**Run 1: the clock network**

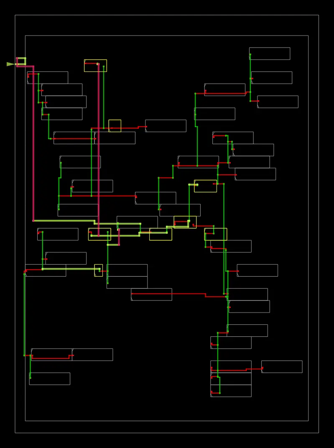
**Run 1: met3 routing**

(4 px per um)
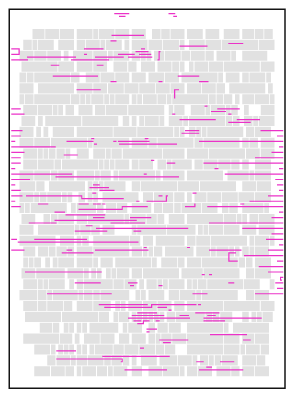
**Run 1: I/O pins on the die edge**

(4 px per um) Pins as bars across the die edge, other pins in grey.
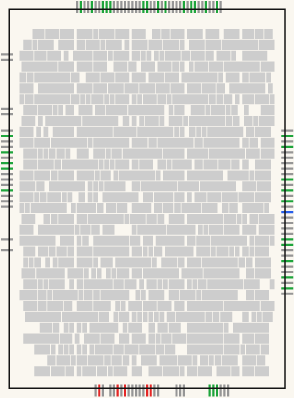
==> src/rtl/wb_port_arbiter.sv <==
// Register-file write-port arbiter between the in-order pipeline (EX/M) and a
// long-latency unit (mul/div). Long-latency results are parked in a one-entry
// buffer and written when the pipe leaves the port free. If the pipe keeps the
// port busy for STARVE_LIMIT cycles, the pipe is stalled for a single cycle
// so that the buffered result can drain.
module wb_port_arbiter #(
    parameter int unsigned STARVE_LIMIT = 4  // legal range 1..15
) (
    input  logic        clk,
    input  logic        rst,
    input  logic [4:0]  pipe_rd_addr,
    input  logic [31:0] pipe_rd,
    input  logic        pipe_wb_en,
    input  logic        lu_valid,
    input  logic [4:0]  lu_rd_addr,
    input  logic [31:0] lu_rd,
    output logic        lu_ready,
    output logic        rf_we,
    output logic [4:0]  rf_addr,
    output logic [31:0] rf_data,
    output logic        stall
);

    localparam logic [3:0] LP_LIMIT = 4'(STARVE_LIMIT);

    // One-entry buffer for a long-latency result
    logic        r_buf_valid;
    logic [4:0]  r_buf_addr;
    logic [31:0] r_buf_data;
    logic [3:0]  r_age;

    logic        w_buf_valid_nxt;
    logic [4:0]  w_buf_addr_nxt;
    logic [31:0] w_buf_data_nxt;
    logic [3:0]  w_age_nxt;

    logic        w_pipe_want;
    logic        w_stall;
    logic        w_lu_ready;
    logic        w_pipe_wr;
    logic        w_buf_wr;
    logic        w_handshake;
    logic        w_waw_kill;

    // Port selection and handshake; everything is gated to zero while in reset
    always_comb begin
        w_pipe_want = pipe_wb_en && (pipe_rd_addr != 5'd0);
        w_stall     = rst && r_buf_valid && (r_age == LP_LIMIT) && w_pipe_want;
        w_lu_ready  = rst && !r_buf_valid;
        w_pipe_wr   = rst && w_pipe_want && !w_stall;
        w_buf_wr    = rst && !w_pipe_wr && r_buf_valid;
        w_handshake = lu_valid && w_lu_ready;
        // Younger pipe result to the same register makes the buffered one dead
        w_waw_kill  = w_pipe_wr && r_buf_valid && (pipe_rd_addr == r_buf_addr);

        rf_we   = 1'b0;
        rf_addr = 5'd0;
        rf_data = 32'd0;
        if (w_pipe_wr) begin
            rf_we   = 1'b1;
            rf_addr = pipe_rd_addr;
            rf_data = pipe_rd;
        end else if (w_buf_wr) begin
            rf_we   = 1'b1;
            rf_addr = r_buf_addr;
            rf_data = r_buf_data;
        end

        stall    = w_stall;
        lu_ready = w_lu_ready;
    end

    // Buffer next state: load on handshake, clear on drain or WAW, age while waiting
    always_comb begin
        w_buf_valid_nxt = r_buf_valid;
        w_buf_addr_nxt  = r_buf_addr;
        w_buf_data_nxt  = r_buf_data;
        w_age_nxt       = r_age;

        if (w_handshake) begin
            // lu_ready implies the buffer is empty here. x0 results and results
            // overwritten by a same-cycle pipe write to the same register are dropped.
            if ((lu_rd_addr != 5'd0) && !(w_pipe_wr && (pipe_rd_addr == lu_rd_addr))) begin
                w_buf_valid_nxt = 1'b1;
                w_buf_addr_nxt  = lu_rd_addr;
                w_buf_data_nxt  = lu_rd;
                w_age_nxt       = 4'd0;
            end
        end else if (r_buf_valid) begin
            if (w_buf_wr || w_waw_kill) begin
                w_buf_valid_nxt = 1'b0;
                w_age_nxt       = 4'd0;
            end else if (r_age != LP_LIMIT) begin
                w_age_nxt = r_age + 4'd1;
            end
        end
    end

    // Buffer state register with asynchronous active-low reset
    always_ff @(posedge clk or negedge rst) begin
        if (!rst) begin
            r_buf_valid <= 1'b0;
            r_buf_addr  <= 5'd0;
            r_buf_data  <= 32'd0;
            r_age       <= 4'd0;
        end else begin
            r_buf_valid <= w_buf_valid_nxt;
            r_buf_addr  <= w_buf_addr_nxt;
            r_buf_data  <= w_buf_data_nxt;
            r_age       <= w_age_nxt;
        end
    end

endmodule

==> config.mk <==
export PLATFORM = sky130hd
export DESIGN_NAME = wb_port_arbiter
export DESIGN_NICKNAME = d
export VERILOG_FILES = /design/src/rtl/wb_port_arbiter.sv
export SDC_FILE = /design/constraint.sdc
export NUM_CORES = 1
export LEC_CHECK = 0
export ABC_AREA = 1
export CAP_MARGIN = 10
export CORE_ASPECT_RATIO = 1.4
export CORE_MARGIN = 2
export CORE_UTILIZATION = 43
export CTS_BUF_LIST = sky130_fd_sc_hd__clkbuf_4 sky130_fd_sc_hd__clkbuf_8
export CTS_CLUSTER_SIZE = 10
export DETAILED_ROUTE_END_ITERATION = 8
export HOLD_SLACK_MARGIN = 0.05
export PLACE_DENSITY = 0.83
export SLEW_MARGIN = 20
export SYNTH_ARGS = -nofsm -noshare
export SYNTH_HDL_FRONTEND = slang
export SYNTH_SLANG_ARGS = --single-unit
==> constraint.sdc <==
create_clock -name clk -period 2 [get_ports clk]
set_input_delay 0.4 -clock clk [delete_from_list [all_inputs] [get_ports clk]]
set_output_delay 0.4 -clock clk [all_outputs]
set_load 0.02 [all_outputs]
==> results.toml, run 1 <==
# yosys + openroad results
[run_status]
status = "finished, violations left"
violations = "setup timing"

[critical_path]
cp_cell_sequence = "inv_1 > ha_2 > nand2_2 > nor2_4 > nand2_2 > nand2_4 > inv_4 > nand2_8 > buf_8 > nand3_2 > nand2_2 > buf_6"
path_class = "reg2out"
path_delay_family = "simple AND/OR/NAND/NOR gates"
cp.buffers_inverters = 4
worst_r2r_endpoint = "r_buf_data[6]"
startpoint_type = "flip-flop"
crit_required_ns = 1.60
cp_max_fo = 8
timing.rr.start = "r_age[1]"
crit_slowest_cell = "dfrtp_1"
cp-end-kind = "output port"
slowest_delay_ns = 0.40
arrival_ns = 1.96
crit_path_start = "r_age[1]"
crit_path_end = "rf_data[18]"

[detailed_routing]
vias = 3505
finalWirelength_mm = 13.3
drt.antenna.violating_nets = 0
met2_length_mm = 7.10
drtIter0Drc = 274
routed-wl-met3_um = 937
wl_per_cell_um = 21.7
firstDrtPassIters = 5
via_per_inst = 5.75
dr.max_layer_used = "met4"

[yosys]
synthFlopType = "dfrtp_1"
yosys_register_bits = 42
synth_seq_share = 0.419
syn_area_per_cell_um2 = 6.75
yosysTopAreaCell = "dfrtp_1"
synth.distinct_cells = 26
synthArstFlopShare = 1.00
top_logic_kind = "simple AND/OR/NAND/NOR gates"
synth.area.mux_share = 0
netlist_area_mm2 = 0.00251
most_common_cell = "nand2_1"
ys_cells = 372
syn_nets = 452
synthCells = 372
adder_share = 0.00997
edf_count = 0
netlist.area_leader.share = 0.419
yosys_area_mm2 = 0.00251
yosysWarningCount = 0
xor_area_frac = 0.0105

[finish]
fin_cells = 610
antenna_cells = 0
drive_gt1_frac = 0.430
final_area_mm2 = 0.00514
layout_top_cell = "nand2_1"
final_util = 0.923
mostFrequentLayoutCells = "82 x nand2_1, 75 x clkdlybuf4s50_1, 50 x inv_1, 45 x nand2_2, 43 x buf_6"

[placed_design]
gp_congestion = 0.815
dp_slack_ns = -0.800
placed_area_mm2 = 0.00402
hpwl_mm = 5.83
io_buffer_count = 117
placedCellCount = 577

[global_route]
grt_overflow_total = 0
antenna_found_initial = 0
grt_max_degree = 36
grt_pass1_vias = 3051
busiest_layer = "met2"
grtUsageMet3 = 0.0513
use_met1 = 0.277

[floorplan]
fp.dieArea_mm2 = 0.00647
dieHeight_um = 94.4
rows = 32
fp_util = 0.451
io_pins = 118
core_mm2 = 0.00557
die_w_um = 68.6

[final_timing]
fin_worst_skew_ns = 0.00840
finalHoldViolCount = 0
fmax_mhz = 423
fin_tns_setup_ns = -21.05
period_used_share = 1.18
drv_slew = 0
fin_crit_ns = 2.36
slew_headroom = 0.730
setup_ws_ns = -0.363
hold_slack_ns = 0.251
rsz0062_at_grt = "yes"
finalSetupViolations = 81

[power]
peakVddDrop_uv = 910
power.density_mw_per_mm2 = 1010
leakagePower_nw = 2.58

[job]
tool_warnings = 29

[clock_network]
cts_root_buf = "clkbuf_8"
cts_tree = "yes"
numCtsBuffers = 5

[worst_hold_path]
hold_path_class = "in2async"
Notes on 'the clock network' above:
Worst-Skew Late Latency: 0.30 ns
clock sink total: 42
registers: 42
Clock buffer cells: 7

Notes on 'met3 routing' above:
The longest straight run is 30.6 um. The wires run mostly horizontal. The layer carries 937 um of wire. The layer holds 7.1% of the routed length.

Notes on 'I/O pins on the die edge' above:
Red shows `pipe_rd_addr`, pins 5, direction input, edge bottom. Green shows `pipe_rd`, pins 32, direction input, edge 14 top, 10 right, 5 left, 3 bottom. Blue shows `rf_we`, pins 1, direction output, edge right.
All pins by edge: 40 top, 31 right, 26 bottom, 21 left.

## run 1: where the power goes
group	internal (mW)	leakage, nW	switching (mW)
logic	1.36	2.01	1.51
clock network	0.293	0.0517	0.310
registers	1.26	0.524	0.460
## run 1: timing repair
item | 4_1_cts | 5_1_grt
endpoints found under the setup margin | 59 | 81
setup buffers | 3 | 7
resized | 241 | 153
pin swaps | 12 | 26
gates cloned | 3 | 14
hold endpoints to repair | 0 | 0
## run 1: registers in the layout (all words and copies together), names as in the netlist
signal	count
r_buf_data	32
r_buf_addr	5
r_age	4
r_buf_valid	1
## run 1: layout make-up
type	instances	area [um2]
fillers	198	427
repair buffers	180	2020
flip-flops and latches	42	1050
clock buffers	7	90.1
clock inverters	1	5.00
well taps	68	85.1
inverters	55	211
multi-input cells	257	1670
**Run 1: placed cells, one colour a class**

(6 px per um)
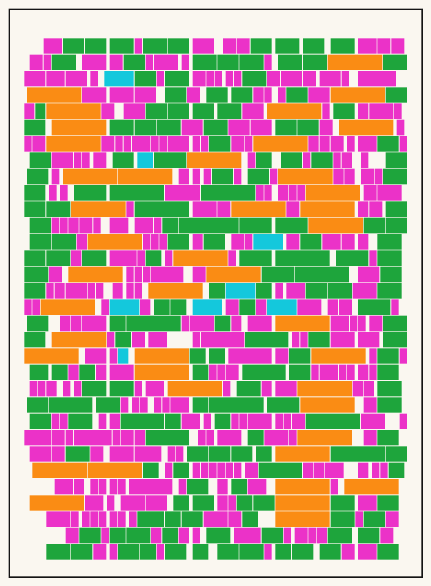

## Run 2: what changed since run 1
--- a/config.mk
+++ b/config.mk
@@ -6,9 +6,7 @@
 export NUM_CORES = 1
 export LEC_CHECK = 0
 export ABC_AREA = 1
-export CAP_MARGIN = 10
 export CORE_ASPECT_RATIO = 1.4
-export CORE_MARGIN = 2
 export CORE_UTILIZATION = 43
 export CTS_BUF_LIST = sky130_fd_sc_hd__clkbuf_4 sky130_fd_sc_hd__clkbuf_8
 export CTS_CLUSTER_SIZE = 10
==> constraint.sdc (replaced) <==
create_clock -name clk -period 2 [get_ports clk]
set_input_delay 0.5 -clock clk [delete_from_list [all_inputs] [get_ports clk]]
set_output_delay 0.5 -clock clk [all_outputs]
set_load 0.02 [all_outputs]
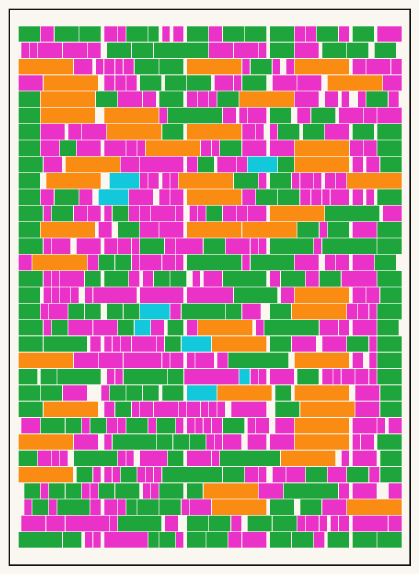
**Above:** run 2 (placed cells, one colour a class).
(6 px per um)
Orange shows flip-flops, cells 42, share of their area 20%. Cyan shows clock drivers and dummy loads, cells 8, share of their area 1.8%. Green shows other buffers and delay cells, cells 185, share of their area 39%. Magenta shows all other logic, cells 312, share of their area 39%.

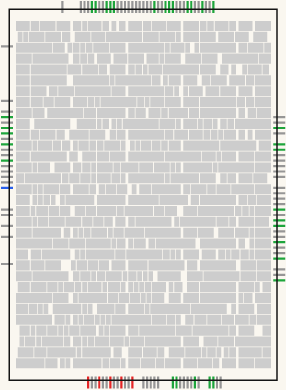
**Above:** run 2 (I/O pins on the die edge).
(4 px per um) Pins as bars across the die edge, other pins in grey.
Green shows `pipe_rd`, pins 32, direction input, edge 13 top, 9 right, 5 bottom, 5 left. Blue shows `rf_we`, pins 1, direction output, edge left. Red shows `pipe_rd_addr`, pins 5, direction input, edge bottom.

==> run 2 against run 1 <==
  * The run still ends with setup timing left
  * Clock skew rose by 0.0031 ns
  * Maximum frequency fell by 11%
  * Flip-flop count did not move
  * Combinational power rose by 13%
  * Synthesized cell count did not move
  * Critical path type unchanged
  * Largest power group unchanged
==> results.toml, run 2 <==
# yosys + openroad results
[run_status]
status = "finished, violations left"
violations = "setup timing"

[yosys]
most_common_cell = "nand2_1"
yosys_register_bits = 42
synthFlopType = "dfrtp_1"
top_logic_kind = "simple AND/OR/NAND/NOR gates"
ys_cells = 372
synth_seq_share = 0.419
adder_share = 0.00997
yosysTopAreaCell = "dfrtp_1"
syn_area_per_cell_um2 = 6.75
netlist_area_mm2 = 0.00251
yosysWarningCount = 0
yosys_area_mm2 = 0.00251
edf_count = 0
netlist.area_leader.share = 0.419
xor_area_frac = 0.0105
synthArstFlopShare = 1.00
synth.area.mux_share = 0
synth.distinct_cells = 26

[placed_design]
placed_area_mm2 = 0.00404
gp_congestion = 0.847
io_buffer_count = 117
hpwl_mm = 5.67
placedCellCount = 577
dp_slack_ns = -0.994

[critical_path]
path_class = "reg2out"
arrival_ns = 2.16
cp_max_fo = 8
cp-end-kind = "output port"
crit_slowest_cell = "dfrtp_1"
timing.rr.start = "r_age[1]"
worst_r2r_endpoint = "r_buf_data[25]"
crit_required_ns = 1.50
slowest_delay_ns = 0.43
cp_cell_sequence = "inv_2 > ha_4 > nand2_4 > nor2_4 > nand2_2 > nand2_4 > buf_6 > nor2_4 > buf_4 > buf_12 > nand2_1 > nand2_1 > buf_6"
crit_path_end = "rf_data[20]"
crit_path_start = "r_age[1]"
r2r_slack_ns = -0.56
startpoint_type = "flip-flop"

[clock_network]
cts_root_buf = "clkbuf_8"
clk-insertion-delay-late_ns = 0.31
post_cts_buffers = 14
cts_resized = 316
cts_sinks = 42
cts_tree = "yes"
numCtsBuffers = 5

[floorplan]
die_w_um = 66.6
dieHeight_um = 92.4
core_mm2 = 0.00557
fp_util = 0.451
rows = 32
n_tap_cell = 68
io_pins = 118
fp.dieArea_mm2 = 0.00615

[final_timing]
fmax_mhz = 376
finalSetupViolations = 82
fin_crit_ns = 2.66
slew_headroom = 0.732
hold_slack_ns = 0.287
finalHoldViolCount = 0
setup_ws_ns = -0.658
fin_worst_skew_ns = 0.0115
rsz0062_at_grt = "yes"
period_used_share = 1.33

[global_route]
use_met1 = 0.334
busiest_layer = "met2"
grt_overflow_total = 0

[detailed_routing]
met2_length_mm = 7.54
via_per_inst = 6.27
wl_per_cell_um = 25.3
dr.max_layer_used = "met4"
firstDrtPassIters = 5
drt.antenna.violating_nets = 0
routed-wl-met3_mm = 1.48

[finish]
mi_logic_area_mm2 = 0.00188
clkbuf_count = 6
regArea_mm2 = 0.00105
flop-count = 42
antenna_cells = 0
n_all_inverters = 55
nFillCells = 103
top_area_cell_class = "non-clock buffers"
drive_gt1_frac = 0.479
comb_share = 0.350
regMostFlops = "r_buf_data"
mostFrequentLayoutCells = "70 x clkdlybuf4s50_1, 49 x nand2_2, 49 x inv_1, 48 x nand2_4, 47 x nand2_1"
largest_register_ffs = 32
comb_cells = 257
fin_cells = 615
sh_seq_area = 0.195
nNonClkBuffers = 185
final_area_mm2 = 0.00538
clk_share = 0.0177
layout_top_cell = "clkdlybuf4s50_1"
largestRegisters = "r_buf_data x32, r_buf_addr x5, r_age x4"
buf_share = 0.383

[job]
tool_warnings = 31

[power]
leakagePower_nw = 2.79
peakVddDrop_uv = 934
power.density_mw_per_mm2 = 1050

[worst_hold_path]
hold_path_class = "in2async"
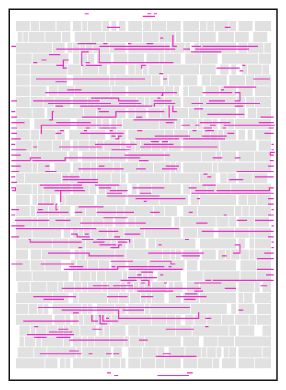
**Above:** run 2 (met3 routing).
(4 px per um)
Vias: 3853
met3 GRT Util: 0.0640
final wirelength: 15.5 mm

run 2: critical path, delay by kind of cell (launching register included):
kind / cells / cell delay, ns
buffers and inverters: 5 / 0.61
adder cells (fa/ha/maj): 1 / 0.17
AND/OR/NAND/NOR: 7 / 0.64
flip-flops: 1 / 0.43
run 2: through the flow:
step	util	total power [mW]	setup TNS, ns
5_1_grt	0.967	5.82	-44.53
2_1_floorplan	-	2.53	-1.47
4_1_cts	0.850	4.32	-25.54
3_5_place_dp	0.725	3.39	-56.74
6_report	0.967	5.67	-42.38
3_3_place_gp	0.725	3.31	-53.58
run 2: power breakdown:
part / internal, mW / switching [mW] / total [mW]
clock: 0.279 / 0.344 / 0.623
combinational: 1.50 / 1.74 / 3.23
sequential: 1.26 / 0.553 / 1.82
total: 3.04 / 2.63 / 5.67
**Run 2: M4 wires**

(4 px per um) Supply wires on this layer in grey.
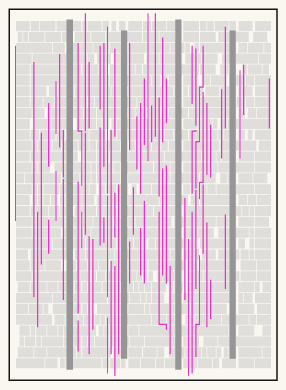

## Run 3: what changed since run 2
--- a/config.mk
+++ b/config.mk
@@ -13,6 +13,7 @@
 export DETAILED_ROUTE_END_ITERATION = 8
 export HOLD_SLACK_MARGIN = 0.05
 export PLACE_DENSITY = 0.83
+export REMOVE_ABC_BUFFERS = 1
 export SLEW_MARGIN = 20
 export SYNTH_ARGS = -nofsm -noshare
 export SYNTH_HDL_FRONTEND = slang
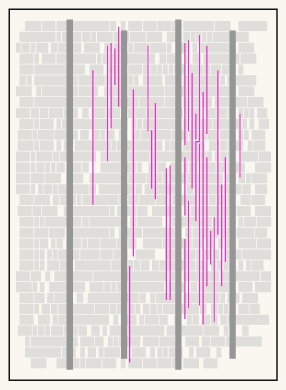
**Above:** run 3 (M4 wires).
(4 px per um) Supply wires on this layer in grey.
The layer holds 6.8% of the routed length. The layer carries 785 um of wire. 27 nets have wire on it. The longest straight run is 57.8 um.

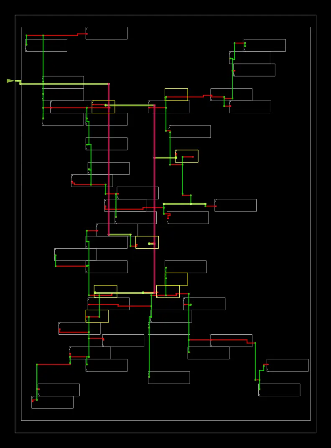
**Above:** run 3 (the clock network).
P_clk: 645 uW
Clock Skews: 0.00957 ns
total CTS buffers: 5
Clock buffer cells: 8

==> run 3 against run 2 <==
  * The run still ends with setup timing left
  * Maximum frequency rose by 5.6%
  * Wire length is 25% lower
  * Die size is the same
  * Flip-flop count unchanged
  * Final cell count down 1.5%
  * Clock-buffer cell count grew 2
  * First-iteration DRC count shrank 33%
  * Setup slack better by 0.14 ns
  * Design area is 8.6% lower
  * Via count is 11% lower
  * Sequential power fell by 9%
  * Critical path depth shrank 1
  * Largest power group unchanged
==> results.toml, run 3 <==
# yosys + openroad results
[yosys]
yosys_area_mm2 = 0.00251
synthFlopType = "dfrtp_1"
synth_seq_share = 0.419
top_logic_kind = "simple AND/OR/NAND/NOR gates"
syn_area_per_cell_um2 = 6.75
synth.distinct_cells = 26
yosysWarningCount = 0
yosys_register_bits = 42
netlist.area_leader.share = 0.419
netlist_area_mm2 = 0.00251
adder_share = 0.00997

[detailed_routing]
via_per_inst = 5.66
firstDrtPassIters = 5
drt.antenna.violating_nets = 0
finalWirelength_mm = 11.6
routed-wl-met3_um = 790
drtIter0Drc = 307
met2_length_mm = 6.04

[floorplan]
fp_util = 0.451
core_mm2 = 0.00557
io_pins = 118
dieHeight_um = 92.4
fp.dieArea_mm2 = 0.00615

[power]
maxPowerGroup = "combinational cells"
pwr-share-comb = 0.533
peakVddDrop_uv = 781
seqPwrFrac = 0.336
pg_seq_mw = 1.66
p_int_mw = 2.84
power.density_mw_per_mm2 = 1000

[global_route]
grt_max_degree = 35
antenna_found_initial = 0
use_met1 = 0.317
grt_overflow_total = 0

[critical_path]
crit_path_end = "rf_data[22]"
r2r_slack_ns = -0.21
cp_max_fo = 8
startpoint_type = "flip-flop"
cp_cell_sequence = "inv_1 > ha_2 > nand2_2 > nor2_4 > nand2_2 > nand2_4 > inv_4 > nand2_8 > buf_8 > nand3_1 > nand2_1 > buf_6"
crit_path_start = "r_age[1]"

[placed_design]
io_buffer_count = 117
hpwl_mm = 5.47
placedCellCount = 575
placed_area_mm2 = 0.00399

[final_timing]
setup_ws_ns = -0.517
period_used_share = 1.26
slew_headroom = 0.711
finalHoldViolCount = 0
fmax_mhz = 397
rsz0062_at_grt = "yes"
finalSetupViolations = 81
drv_slew = 0
fin_crit_ns = 2.52

[finish]
layout_top_cell = "nand2_1"
largestRegisters = "r_buf_data x32, r_buf_addr x5, r_age x4"
largest_register_ffs = 32
mostFrequentLayoutCells = "92 x nand2_1, 70 x clkdlybuf4s50_1, 52 x inv_1, 42 x buf_6, 42 x dfrtp_1"
nFillCells = 259

[run_status]
status = "finished, violations left"
violations = "setup timing"

[worst_hold_path]
hold_path_class = "in2async"
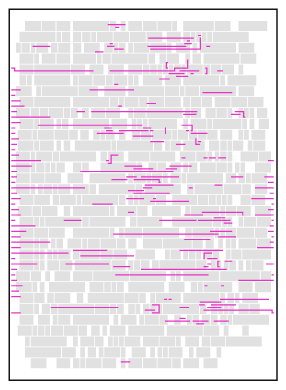
**Above:** run 3 (met3 routing).
(4 px per um)
128 nets have wire on it. The layer carries 791 um of wire. The wires run mostly horizontal.

[run 3: repair_timing]
item	CTS	global route
gates cloned	4	11
resized	248	117
buffers inserted	6	3
pin swaps	7	25
endpoints found under the hold margin	0	0
endpoints found under the setup margin	41	82
[run 3: cell type report]
class | count | area, um2 | area share
Timing Repair Buffer | 174 | 1910 | 0.388
Multi-Input combinational cell | 259 | 1550 | 0.316
Sequential cell | 42 | 1050 | 0.214
Inverter | 55 | 209 | 0.0425
Clock buffer | 8 | 110 | 0.0224
Tap cell | 68 | 85.1 | 0.0173
[run 3: cell families (layout without fill, tap and decap cells)]
| group | Yosys count | in the layout |
|---|---|---|
| simple gates | 209 | 211 |
| buf+inv | 73 | 237 |
| flops | 42 | 42 |
| fa+ha+maj | 2 | 2 |
| xor+xnor | 3 | 3 |
| compound gates | 43 | 43 |
Power and IR drop assume default switching activity.
